==> src/rtl/segdisp_pkg.sv <==
// Shared constants for the game-board seven-segment display: digit count,
// active-low glyph codes and FSM state encodings.
package segdisp_pkg;

  localparam int N_DIGITS = 4;

  localparam logic [6:0] SEG_BLANK = 7'h7F;
  localparam logic [6:0] SEG_0 = 7'h40;
  localparam logic [6:0] SEG_1 = 7'h79;
  localparam logic [6:0] SEG_2 = 7'h24;
  localparam logic [6:0] SEG_3 = 7'h30;
  localparam logic [6:0] SEG_4 = 7'h19;
  localparam logic [6:0] SEG_5 = 7'h12;
  localparam logic [6:0] SEG_6 = 7'h02;
  localparam logic [6:0] SEG_7 = 7'h78;
  localparam logic [6:0] SEG_8 = 7'h00;
  localparam logic [6:0] SEG_9 = 7'h10;

  localparam logic [1:0] CONV_IDLE  = 2'd0;
  localparam logic [1:0] CONV_SHIFT = 2'd1;
  localparam logic [1:0] CONV_DONE  = 2'd2;

  localparam logic OWN_SCORE = 1'b0;
  localparam logic OWN_MSG   = 1'b1;

  // Nibbles 10..15 never come out of a valid conversion; show them blank.
  function automatic logic [6:0] seg_decode(input logic [3:0] d);
    logic [6:0] s;
    case (d)
      4'd0:    s = SEG_0;
      4'd1:    s = SEG_1;
      4'd2:    s = SEG_2;
      4'd3:    s = SEG_3;
      4'd4:    s = SEG_4;
      4'd5:    s = SEG_5;
      4'd6:    s = SEG_6;
      4'd7:    s = SEG_7;
      4'd8:    s = SEG_8;
      4'd9:    s = SEG_9;
      default: s = SEG_BLANK;
    endcase
    return s;
  endfunction

endpackage

==> src/rtl/score_display_sched_bin2bcd_seq.sv <==
// Serial shift/add-3 binary-to-BCD converter, one bit per clock, with a
// one-deep pending slot so scores arriving mid-conversion are not lost.
module bin2bcd_seq
  import segdisp_pkg::*;
#(
  parameter int SCORE_MAX = 9999
) (
  input  logic        segclk,
  input  logic        clr,
  input  logic [14:0] score,
  input  logic        score_vld,
  output logic        busy,
  output logic [15:0] bcd_out
);

  logic [1:0]  state;
  logic [3:0]  bitcnt;
  logic [14:0] bin_sr;
  logic [15:0] bcd_sr;
  logic [15:0] bcd_adj;
  logic        pend_vld;
  logic [14:0] pend_val;
  logic [14:0] sat_score;

  assign sat_score = (score > 15'(SCORE_MAX)) ? 15'(SCORE_MAX) : score;
  assign busy      = (state != CONV_IDLE);

  always_comb begin
    bcd_adj = bcd_sr;
    for (int i = 0; i < N_DIGITS; i++) begin
      if (bcd_sr[4*i +: 4] >= 4'd5) bcd_adj[4*i +: 4] = bcd_sr[4*i +: 4] + 4'd3;
    end
  end

  // bcd_out only changes in DONE, so the display never sees a partial result.
  always_ff @(posedge segclk or posedge clr) begin
    if (clr) begin
      state    <= CONV_IDLE;
      bitcnt   <= '0;
      bin_sr   <= '0;
      bcd_sr   <= '0;
      bcd_out  <= '0;
      pend_vld <= 1'b0;
      pend_val <= '0;
    end else begin
      case (state)
        CONV_IDLE: begin
          if (score_vld) begin
            bin_sr <= sat_score;
            bcd_sr <= '0;
            bitcnt <= '0;
            state  <= CONV_SHIFT;
          end else if (pend_vld) begin
            bin_sr   <= pend_val;
            bcd_sr   <= '0;
            bitcnt   <= '0;
            pend_vld <= 1'b0;
            state    <= CONV_SHIFT;
          end
        end
        CONV_SHIFT: begin
          bcd_sr <= {bcd_adj[14:0], bin_sr[14]};
          bin_sr <= {bin_sr[13:0], 1'b0};
          bitcnt <= bitcnt + 4'd1;
          if (bitcnt == 4'd14) state <= CONV_DONE;
          if (score_vld) begin
            pend_vld <= 1'b1;
            pend_val <= sat_score;
          end
        end
        CONV_DONE: begin
          bcd_out <= bcd_sr;
          if (pend_vld) begin
            bin_sr <= pend_val;
            bcd_sr <= '0;
            bitcnt <= '0;
            state  <= CONV_SHIFT;
          end else begin
            state <= CONV_IDLE;
          end
          pend_vld <= score_vld;
          if (score_vld) pend_val <= sat_score;
        end
        default: state <= CONV_IDLE;
      endcase
    end
  end

endmodule

==> src/rtl/score_display_sched.sv <==
// Four-digit display sequencer: anode scan, score/message ownership and segment mux.
// Define LZ_BLANK_EN to blank leading zeros of the score (digit0 always shown).
module score_display_sched
  import segdisp_pkg::*;
#(
  parameter int REFRESH_DIV = 50000,
  parameter int MSG_FRAMES  = 200,
  parameter int SCORE_MAX   = 9999
) (
  input  logic        segclk,
  input  logic        clr,
  input  logic [14:0] score,
  input  logic        score_vld,
  input  logic        msg_req,
  input  logic [27:0] msg_pat,
  output logic        msg_ack,
  output logic        busy,
  output logic [6:0]  seg,
  output logic [3:0]  an
);

  localparam int RW = $clog2(REFRESH_DIV);
  localparam int FW = $clog2(MSG_FRAMES + 1);

  logic [RW-1:0] refcnt;
  logic [1:0]    idx;
  logic          live;
  logic          own;
  logic [FW-1:0] frames;
  logic [15:0]   disp;
  logic          refresh_tc;
  logic          frame_wrap;
  logic [15:0]   disp_shift;
  logic [6:0]    msg_glyph;
  logic          lead_zero;

  bin2bcd_seq #(.SCORE_MAX(SCORE_MAX)) u_conv (
    .segclk    (segclk),
    .clr       (clr),
    .score     (score),
    .score_vld (score_vld),
    .busy      (busy),
    .bcd_out   (disp)
  );

  assign refresh_tc = (refcnt == RW'(REFRESH_DIV - 1));
  assign frame_wrap = refresh_tc && (idx == 2'd3);

  // Ownership only changes on a frame wrap so a glyph set is never torn mid-frame.
  always_ff @(posedge segclk or posedge clr) begin
    if (clr) begin
      refcnt  <= '0;
      idx     <= '0;
      live    <= 1'b0;
      own     <= OWN_SCORE;
      frames  <= '0;
      msg_ack <= 1'b0;
    end else begin
      live    <= 1'b1;
      msg_ack <= 1'b0;
      if (refresh_tc) begin
        refcnt <= '0;
        idx    <= idx + 2'd1;
      end else begin
        refcnt <= refcnt + RW'(1);
      end
      if (frame_wrap) begin
        if (own == OWN_MSG) begin
          if (frames == FW'(MSG_FRAMES - 1)) begin
            own     <= OWN_SCORE;
            msg_ack <= 1'b1;
            frames  <= '0;
          end else begin
            frames <= frames + FW'(1);
          end
        end else if (msg_req) begin
          own    <= OWN_MSG;
          frames <= '0;
        end
      end
    end
  end

  always_comb begin
    disp_shift = disp >> {idx, 2'b00};
    case (idx)
      2'd0:    msg_glyph = msg_pat[6:0];
      2'd1:    msg_glyph = msg_pat[13:7];
      2'd2:    msg_glyph = msg_pat[20:14];
      default: msg_glyph = msg_pat[27:21];
    endcase
`ifdef LZ_BLANK_EN
    lead_zero = (idx != 2'd0) && (disp_shift == 16'd0);
`else
    lead_zero = 1'b0;
`endif
    if (!live)                seg = SEG_BLANK;
    else if (own == OWN_MSG)  seg = msg_glyph;
    else if (lead_zero)       seg = SEG_BLANK;
    else                      seg = seg_decode(disp_shift[3:0]);
    an = live ? ~(4'b0001 << idx) : 4'hF;
  end

endmodule

==> config.mk <==
export PLATFORM = sky130hd
export DESIGN_NAME = score_display_sched
export DESIGN_NICKNAME = d
export VERILOG_FILES = /design/src/rtl/segdisp_pkg.sv /design/src/rtl/score_display_sched_bin2bcd_seq.sv /design/src/rtl/score_display_sched.sv
export SDC_FILE = /design/constraint.sdc
export NUM_CORES = 1
export LEC_CHECK = 0
export CAP_MARGIN = 20
export CORE_ASPECT_RATIO = 1.5
export CORE_MARGIN = 4
export CORE_UTILIZATION = 40
export CTS_BUF_LIST = sky130_fd_sc_hd__clkbuf_4 sky130_fd_sc_hd__clkbuf_8 sky130_fd_sc_hd__clkbuf_16
export DETAILED_ROUTE_END_ITERATION = 7
export GPL_TIMING_DRIVEN = 0
export PLACE_DENSITY_LB_ADDON = 0.12
export SYNTH_ARGS = -nofsm -noshare
export SYNTH_HDL_FRONTEND = slang
export SYNTH_HIERARCHICAL = 1
export SYNTH_SLANG_ARGS = --single-unit
==> constraint.sdc <==
create_clock -name segclk -period 2.41 [get_ports segclk]
set_input_delay 0.241 -clock segclk [delete_from_list [all_inputs] [get_ports segclk]]
set_output_delay 0.241 -clock segclk [all_outputs]
set_load 0.02 [all_outputs]
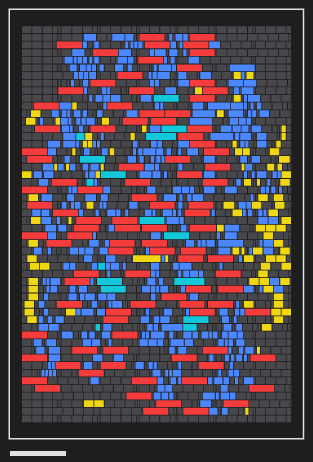
*Placement by cell class*
The bar under the picture is 20 um long. Fill, decap, tap and diode cells in gray.
Key: blue = all other logic [cells 424]; cyan = clock drivers and dummy loads [cells 16]; red = flip-flops [cells 98]; yellow = other buffers and delay cells [cells 93]
sequential fraction of total cell area: 0.360
core area: 0.0136 mm2
Core Util, Final: 0.501
Row Count: 52
fin area: 0.00681 mm2

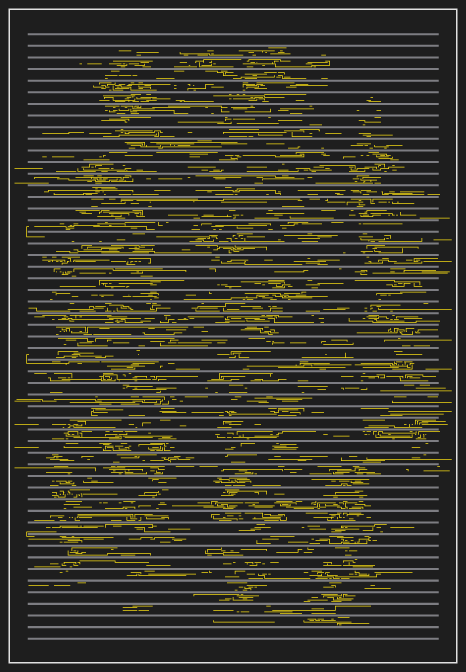
*Met1 routing*
Supply wires on this layer in gray.
The layer carries 5,540 um of wire. The wires run mostly horizontal. The longest straight run is 23.5 um. 631 nets have wire on it.
WL final: 13,700 um
M1 GR Usage: 0.201
Vias: 4,564

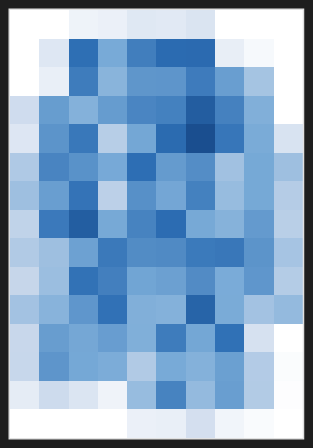
*Cell area per tile*
10 x 15 tiles, from white (low) to dark blue (high), 0 to 100% covered.
The densest ninth of the die: center. 6.0% of the tiles are over 75% full. The fullest tile reaches 88%. The mean over all tiles is 42%. 11% of the tiles are nearly empty.

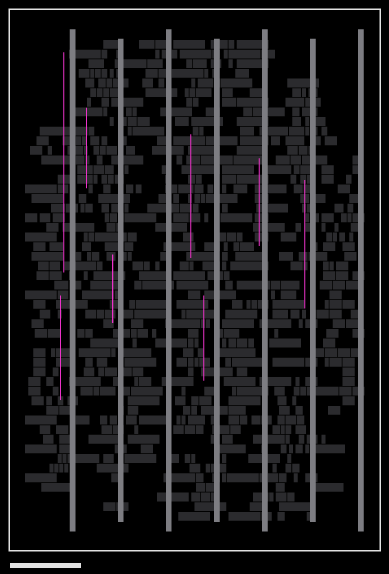
*M4 wires*
The bar under the picture is 20 um long. Supply wires on this layer in gray. Cells faint in the background.
The wires run mostly vertical. The layer holds 1.8% of the routed length. The layer carries 252 um of wire. The longest straight run is 61.9 um. 6 nets have wire on it.

==> results_slide.txt <==
Physical Implementation Snapshot

Finish
  • Cell Count, Final, Fillers Out: 793
  • Synthesis-to-layout area growth: 22.3%
  • Seq. cell area: 0.00245 mm2
  • Top Layout Cells: dfrtp_1 (97), nand2_1 (53), clkdlybuf4s50_1 (52)
  • Ratio of cells with drive above 1 in the final layout: 0.154

Clock tree
  • CTS buffer count: 9
  • CTS tree: built
  • Root Buffer: clkbuf_16
  • Total clock sinks: 98

Final timing
  • Final setup vio count: 7
  • Setup ws final: -0.121 ns
  • Tightest Pin Transition: 0.857 ns
  • RSZ-0062 raised after global routing: true
  • Post-layout min period: 2.53 ns

Worst hold path
  • Hold WC Path Type: in2async

Detailed routing
  • DRC viols: 0
  • DRT Pass-1 Iters: 5

Yosys
  • Area reported by Yosys stat: 0.00557 mm2
  • Post-synthesis cell area: 0.00557 mm2
  • Synthesized area per cell: 10.1 um2
  • Post-synth regs: 98

Power
  • Total power: 0.00507 W
  • Power per cell area: 744 mW/mm2

Floorplan
  • Die footprint: 0.0159 mm2

Critical path
  • CP required: 2.17 ns
  • R2r setup slk: 0.32 ns
  • Worst setup endpoint: seg[4]

Status
  • Status: finished, violations left
  • Failing checks: setup timing

Run
  • Max Cap Viol: 0
[per-layer routing]
metal	track usage	wire [um]	up-vias
met3	0.0276	563	20
met1	0.201	5540	2245
met2	0.323	7350	122
met5	0	0	-
met4	0.0577	251	0
li1	-	-	2177
[report_power, final]
part | switching (W) | internal [W]
logic | 0.000809 | 0.000643
registers | 0.000169 | 0.00190
clock network | 0.000613 | 0.000940
total | 0.00159 | 0.00348
[cell type report]
class / instances / share of cell area
flip-flops and latches: 98 / 0.360
inverters: 33 / 0.0189
clock buffers: 10 / 0.0351
repair buffers: 69 / 0.0972
well taps: 162 / 0.0298
plain buffers: 24 / 0.0176
multi-input cells: 391 / 0.428
clock inverters: 6 / 0.0130
[kinds of logic after synthesis]
kind of cell               Yosys count  synth area share
buffers and inverters               60            0.0447
DFF                                 98             0.440
and+or+nand+nor                    158             0.150
AOI/OAI and AO/OA                  147             0.189
xor gates and xnor gates            19            0.0299
other                                1          0.000673
adders and majority gates           26            0.0584
muxes                               40            0.0865
[through the flow]
stage                     TNS [ns]  setup slack, ns  utilization  instance area [um2]  hold slack [ns]
after detailed placement     -2.63           -0.483        0.470                 6390            0.464
after global placement      -60.74           -0.848        0.468                 6360            0.460
after global routing         -1.28           -0.226        0.501                 6810            0.348
after floorplan                  0            0.107            -                 5570            0.319
final                       -0.534           -0.121        0.501                 6810            0.317
after CTS                   -0.809           -0.167        0.499                 6790            0.317
[flip-flops by register name, summed over array words and instances (netlist names)]
name	count
own	1
msg_ack	1
u_conv/pend_vld	1
u_conv/pend_val	15
u_conv/bcd_sr	16
u_conv/bin_sr	15
u_conv/bcd_out	16
u_conv/state	2
u_conv/bitcnt	4
frames	8
idx	2
refcnt	16
live	1
Power and IR drop assume default switching activity.
